[config.mk]
export PLATFORM = sky130hd
export DESIGN_NAME = mlp_frame_loader
export DESIGN_NICKNAME = d
export VERILOG_FILES = /design/src/rtl/mlp_frame_loader.sv
export SDC_FILE = /design/constraint.sdc
export NUM_CORES = 2
export LEC_CHECK = 0
export CORE_AREA = 2 2 619 621
export CTS_CLUSTER_SIZE = 20
export DETAILED_ROUTE_END_ITERATION = 16
export DIE_AREA = 0 0 621 623
export PLACE_DENSITY_LB_ADDON = 0.25
export SLEW_MARGIN = 20
export SYNTH_ARGS = -nofsm -noshare
export SYNTH_HDL_FRONTEND = slang
export SYNTH_SLANG_ARGS = --single-unit
[constraint.sdc]
create_clock -name clk -period 2.6 [get_ports clk]
set_input_delay 0.78 -clock clk [delete_from_list [all_inputs] [get_ports clk]]
set_output_delay 0.78 -clock clk [all_outputs]
set_load 0.03 [all_outputs]
[src/rtl/mlp_frame_loader.sv]
//------------------------------------------------------------------------------
// Module   : mlp_frame_loader
// Brief    : Packs a pixel stream into a frame, runs the classifier start/done
//            handshake and presents the prediction on a valid/ready port.
//            Optional WAIT_DONE watchdog: define MLP_LOADER_WATCHDOG_EN.
// Revision : 1.0 - initial release
//------------------------------------------------------------------------------
`default_nettype none

module mlp_frame_loader #(
  parameter int DATA_WIDTH     = 8,
  parameter int VECTOR_SIZE    = 196,
  parameter int CNT_W          = 8,
  parameter int TIMEOUT_CYCLES = 65535
) (
  input  logic                              clk,
  input  logic                              reset_n,
  input  logic [DATA_WIDTH-1:0]             pix_data,
  input  logic                              pix_valid,
  output logic                              pix_ready,
  output logic [DATA_WIDTH*VECTOR_SIZE-1:0] pixels_out,
  output logic                              clf_start,
  output logic                              clf_en,
  input  logic                              clf_done,
  input  logic [3:0]                        clf_digit,
  output logic [3:0]                        result_digit,
  output logic                              result_valid,
  input  logic                              result_ready,
  output logic                              busy,
  output logic                              timeout_err
);

  localparam logic [1:0] c_st_load = 2'd0;
  localparam logic [1:0] c_st_fire = 2'd1;
  localparam logic [1:0] c_st_wait = 2'd2;
  localparam logic [1:0] c_st_hold = 2'd3;

  logic [1:0]       r_state;
  logic [CNT_W-1:0] r_pix_cnt;
  logic [3:0]       r_result_digit;
  logic             r_result_valid;
  logic             w_accept;
  logic             w_last;
  logic             w_timeout;

  assign w_accept = pix_valid && (r_state == c_st_load);
  assign w_last   = (r_pix_cnt == CNT_W'(VECTOR_SIZE - 1));

`ifdef MLP_LOADER_WATCHDOG_EN
  localparam int c_wd_w = $clog2(TIMEOUT_CYCLES + 1);

  logic [c_wd_w-1:0] r_wd_cnt;
  logic              r_timeout_err;

  // A done in the same cycle as expiry still wins over the timeout.
  assign w_timeout = (r_state == c_st_wait) && !clf_done &&
                     (r_wd_cnt == c_wd_w'(TIMEOUT_CYCLES));

  always_ff @(posedge clk or negedge reset_n) begin
    if (!reset_n) begin
      r_wd_cnt      <= '0;
      r_timeout_err <= 1'b0;
    end else begin
      if (r_state == c_st_fire) begin
        r_wd_cnt <= '0;
      end else if (r_state == c_st_wait) begin
        r_wd_cnt <= r_wd_cnt + c_wd_w'(1);
      end
      if (w_timeout) begin
        r_timeout_err <= 1'b1;
      end
    end
  end

  assign timeout_err = r_timeout_err;
`else
  assign w_timeout   = 1'b0;
  assign timeout_err = 1'b0;
`endif

  always_ff @(posedge clk or negedge reset_n) begin
    if (!reset_n) begin
      r_state        <= c_st_load;
      r_pix_cnt      <= '0;
      r_result_digit <= 4'h0;
      r_result_valid <= 1'b0;
    end else begin
      case (r_state)
        c_st_load: begin
          if (w_accept) begin
            if (w_last) begin
              r_pix_cnt <= '0;
              r_state   <= c_st_fire;
            end else begin
              r_pix_cnt <= r_pix_cnt + CNT_W'(1);
            end
          end
        end
        c_st_fire: begin
          r_state <= c_st_wait;
        end
        c_st_wait: begin
          if (clf_done) begin
            r_result_digit <= clf_digit;
            r_result_valid <= 1'b1;
            r_state        <= c_st_hold;
          end else if (w_timeout) begin
            r_result_digit <= 4'hF;
            r_result_valid <= 1'b1;
            r_state        <= c_st_hold;
          end
        end
        default: begin
          if (result_ready) begin
            r_result_valid <= 1'b0;
            r_state        <= c_st_load;
          end
        end
      endcase
    end
  end

  // One register per slot; slot 0 (first pixel) sits in the MSBs.
  for (genvar g = 0; g < VECTOR_SIZE; g++) begin : g_slot
    logic [DATA_WIDTH-1:0] r_pix;

    always_ff @(posedge clk or negedge reset_n) begin
      if (!reset_n) begin
        r_pix <= '0;
      end else if (w_accept && (r_pix_cnt == CNT_W'(g))) begin
        r_pix <= pix_data;
      end
    end

    assign pixels_out[DATA_WIDTH*(VECTOR_SIZE-g)-1 -: DATA_WIDTH] = r_pix;
  end

  assign pix_ready    = (r_state == c_st_load);
  assign clf_start    = (r_state == c_st_fire);
  assign clf_en       = reset_n;
  assign result_digit = r_result_digit;
  assign result_valid = r_result_valid;
  assign busy         = !((r_state == c_st_load) && (r_pix_cnt == '0));

endmodule

`default_nettype wire

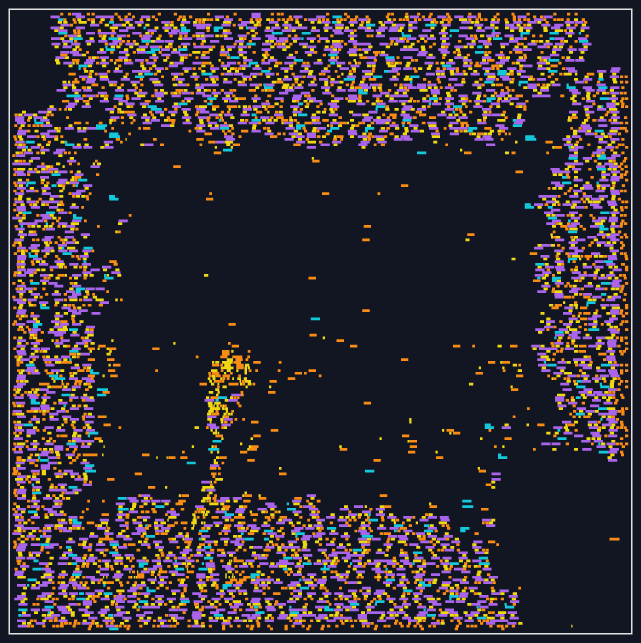
Fig. 1. Placement by cell class.
Drawn at 1 px/um.
[clock drivers and dummy loads] cyan | cells: 352
[combinational and other logic] yellow | cells: 1,878
[flops] purple | cells: 1,583
[other buffers and delay cells] orange | cells: 2,011

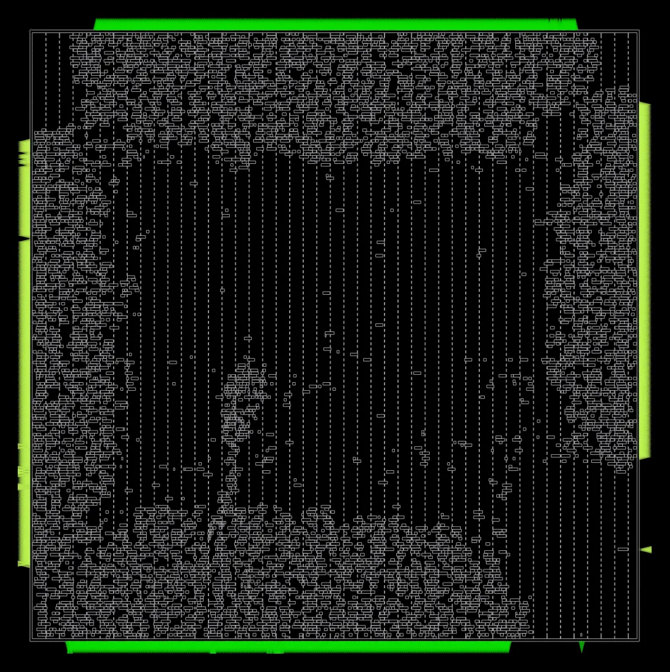
Fig. 2. Cell outlines without signal wires.
site row count: 227
Util after Layout: 0.243
Core Box Area: 0.381 mm^2
Flops: 1,583

==> flow_summary.toml <==
# generated from flow reports
[cts]
cts-root-buf = "clkbuf_16"
hold_buffers = 0
cts_made_buffers = 194
cts_max_level = 4
cts_tree = "built"
insertion_delay_ns = 0.85
clkSinkCount = 1583
clockBufferDepth = 4
clk_pin_slew_ns = 0.06

[grt]
grt_pass1_wl_mm = 392
grt_util_all_layers = 0.146
grt_use_met2 = 0.271
use_met3 = 0.0373
grt_util_met1 = 0.165
top_usage_layer = "met2"
grt-ovfl-total = 0
antenna_found_initial = 17
grt_max_degree = 107
grt_pass1_vias = 42500

[place]
dp_hpwl_mm = 216
portBuffers = 1593
gp_congestion = 0.782
placed_area_mm2 = 0.0875

[cells_and_area]
nNetsFinal = 5693
layout_top_cell = "dfrtp_1"
mostFrequentLayoutCells = "1,573 x dfrtp_1, 1,552 x mux2_2, 1,430 x dlygate4sd2_1"
fin_area_mm2 = 0.0924
syn2layout_area_growth_pct = 53.3
drive_above_1_share = 0.438

[critical_path]
start_kind = "flip-flop"
crit_buf_inv = 2
arrival_ns = 2.01
worstPathMaxFanout = 2
crit_required_ns = 1.82
crit_chain = "buf_6 > nor4_4 > nand4_1 > buf_6"
cpMaxStageDelayCell = "dfrtp_1"
crit_type = "flip-flop to primary output"
crit_family = "simple AND/OR/NAND/NOR gates"
critPathMostFrequentCell = "buf_6"
cpPeakStageDelay_ns = 0.39
end_kind = "primary output"

[logic_synthesis]
ys_types = 35
async_flop_share = 1.00
ys.flops = 1583
synthFlopType = "dfrtp_1"
ys_seq_frac = 0.657
fp_nets = 3702
netlist_instances = 3677
ys_area_mm2 = 0.0603
edf_count = 0
avgSynthCellArea_um2 = 16.4
ys_cells = 3677
yosys_warnings = 0
topCellsByArea = "dfrtp_1 66%, mux2_2 29%, nor2_2 1.1%, clkbuf_1 1.1%, nor2_4 1.0%"
syn-cell-area_mm2 = 0.0603
synth.top_cell.area_share = 0.657
yosys.area.top_type = "dfrtp_1"

[floorplanning]
dieArea_mm2 = 0.387
die_h_um = 623
die_w_um = 621
io_pins = 1595
fp_util = 0.158

[timing]
timing.setup.tns_ns = -0.188
fmax_mhz = 359
rsz0062_at_grt = "true"
finalCritPeriodShare = 1.07
layout_setup_ws_ns = -0.188
finalClockSkew_ns = 0.0560
worst_pin_slew_ns = 0.967
maxSlewViolCount = 0
setup_violations = 1
max_slew_margin = 0.355
finalHoldViolCount = 0
finalCriticalPeriod_ns = 2.79

[detailed_routing]
drt.antenna.violating_nets = 0
wl_per_cell_um = 26.8
drc_errors = 0
via_per_inst = 3.68
vias = 40000
drt_pass1_iterations = 4
drtIter0Drc = 1806
finalWirelength_mm = 291

[pwr]
vdd_ir_drop_max_v = 0.000517
p_total_uw = 59100
pwr_density_cell_mw_per_mm2 = 639
power.leakage_uw = 0.0497

[worst_hold_path]
hold_path_class = "primary input to async pin"

[run]
warning_count = 41
cap_violations = 0

[status]
status = "finished, violations left"
failed_checks = "setup timing"
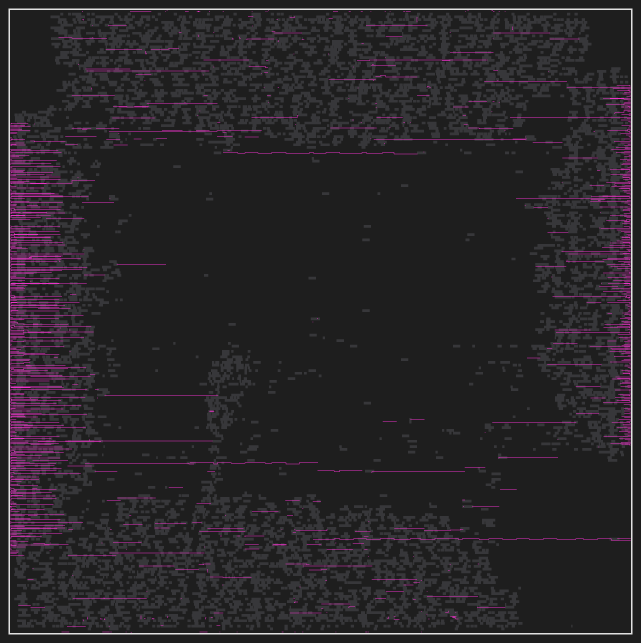
Fig. 3. Metal 3.
Drawn at 1 px/um. Cells faint in the background.
wire length on this layer: 16,600 um
main direction: horizontal
share of all routed wire: 5.7%
longest straight run: 152 um
nets with wire on the layer: 728

## worst paths after layout
path,slack (ns),depth (start not counted),start,to
worst min register to register,0.48,1,g_slot[122].r_pix[5]$_DFFE_PN0P_,g_slot[122].r_pix[5]$_DFFE_PN0P_
worst max register to register,0.05,8,r_pix_cnt[5]$_DFFE_PN0P_,g_slot[109].r_pix[5]$_DFFE_PN0P_
worst min-delay path,0.07,2,reset_n,g_slot[88].r_pix[1]$_DFFE_PN0P_
max in group asynchronous,1.36,3,reset_n,g_slot[153].r_pix[1]$_DFFE_PN0P_
min in group clk,0.39,2,pix_data[5],g_slot[51].r_pix[5]$_DFFE_PN0P_
worst max-delay path,-0.19,4,r_pix_cnt[7]$_DFFE_PN0P_,busy
## sequential cells by signal, summed over array words and instances, names as in the netlist
signal / count
g_slot.r_pix: 1568
r_pix_cnt: 8
r_state: 2
result_digit: 4
result_valid: 1
## synth_stat cells, types with 3 or more instances
library cell,instances
nand3_1,13
clkbuf_1,172
and2_1,5
and3_1,4
nand4_1,8
nor2b_1,4
mux2_2,1552
buf_4,17
xor2_1,3
nor2_1,11
buf_2,27
inv_1,4
nor2_2,106
mux2_1,21
dfrtp_1,1583
nor2_4,55
ha_1,8
nand2_1,50
nand2b_1,5
nor3_1,7
## area by class of cell
class / instances / area [um^2]
diodes: 5 / 12.5
clock buffers: 288 / 5710
clock inverters: 64 / 724
fillers: 40300 / 288000
inverters: 4 / 15.0
multi-input cells: 1874 / 20000
flip-flops and latches: 1583 / 39600
well taps: 5038 / 6300
repair buffers: 2011 / 20100
## worst reg2reg max path: stages (launching register included)
cell and delay [ns]:
dfrtp_2 0.42, buf_4 0.20, buf_4 0.18, nor2b_2 0.27
nand2_2 0.10, buf_12 0.18, nor2_2 0.54, buf_12 0.20
mux2_2 0.33
## report_power, final
part | internal [uW] | leakage [uW] | total, uW | switching, uW
registers | 25300 | 0.0220 | 25700 | 428
clock network | 16000 | 0.00315 | 27300 | 11300
logic | 1940 | 0.0245 | 6040 | 4100
total | 43200 | 0.0497 | 59100 | 15900
## logic make-up after synthesis
family,Yosys count,synth area share
other cells,1,0.0000622
compound gates,8,0.000871
mux,1574,0.294
flops,1583,0.657
buf+inv,220,0.0153
simple gates,278,0.0309
xor+xnor,5,0.000726
fa+ha+maj,8,0.00166
## per-layer routing
metal | vias up | wire length (um)
met2 | 1139 | 155000
met5 | - | 0
met4 | 0 | 7530
met3 | 305 | 16600
li1 | 17000 | -
met1 | 21600 | 112000
## metrics by stage
stage                     instances  setup slack, ns   util  hold WS [ns]
after floorplan                3677            0.166      -         0.484
final                         10900           -0.188  0.243        0.0652
after detailed placement      10500           -0.899  0.230         0.479
after global placement        10500           -0.900  0.230         0.469
after global routing          10900           -0.335  0.243        0.0374
after CTS                     10900           -0.313  0.243       0.00640
## what timing repair did
action                                  4_1_cts  5_1_grt
gates resized                              1772       11
pin swaps                                     4        1
endpoints found under the hold margin         0        0
endpoints found under the setup margin     1684       36
setup buffers                                14        2
Power and IR drop assume default switching activity.
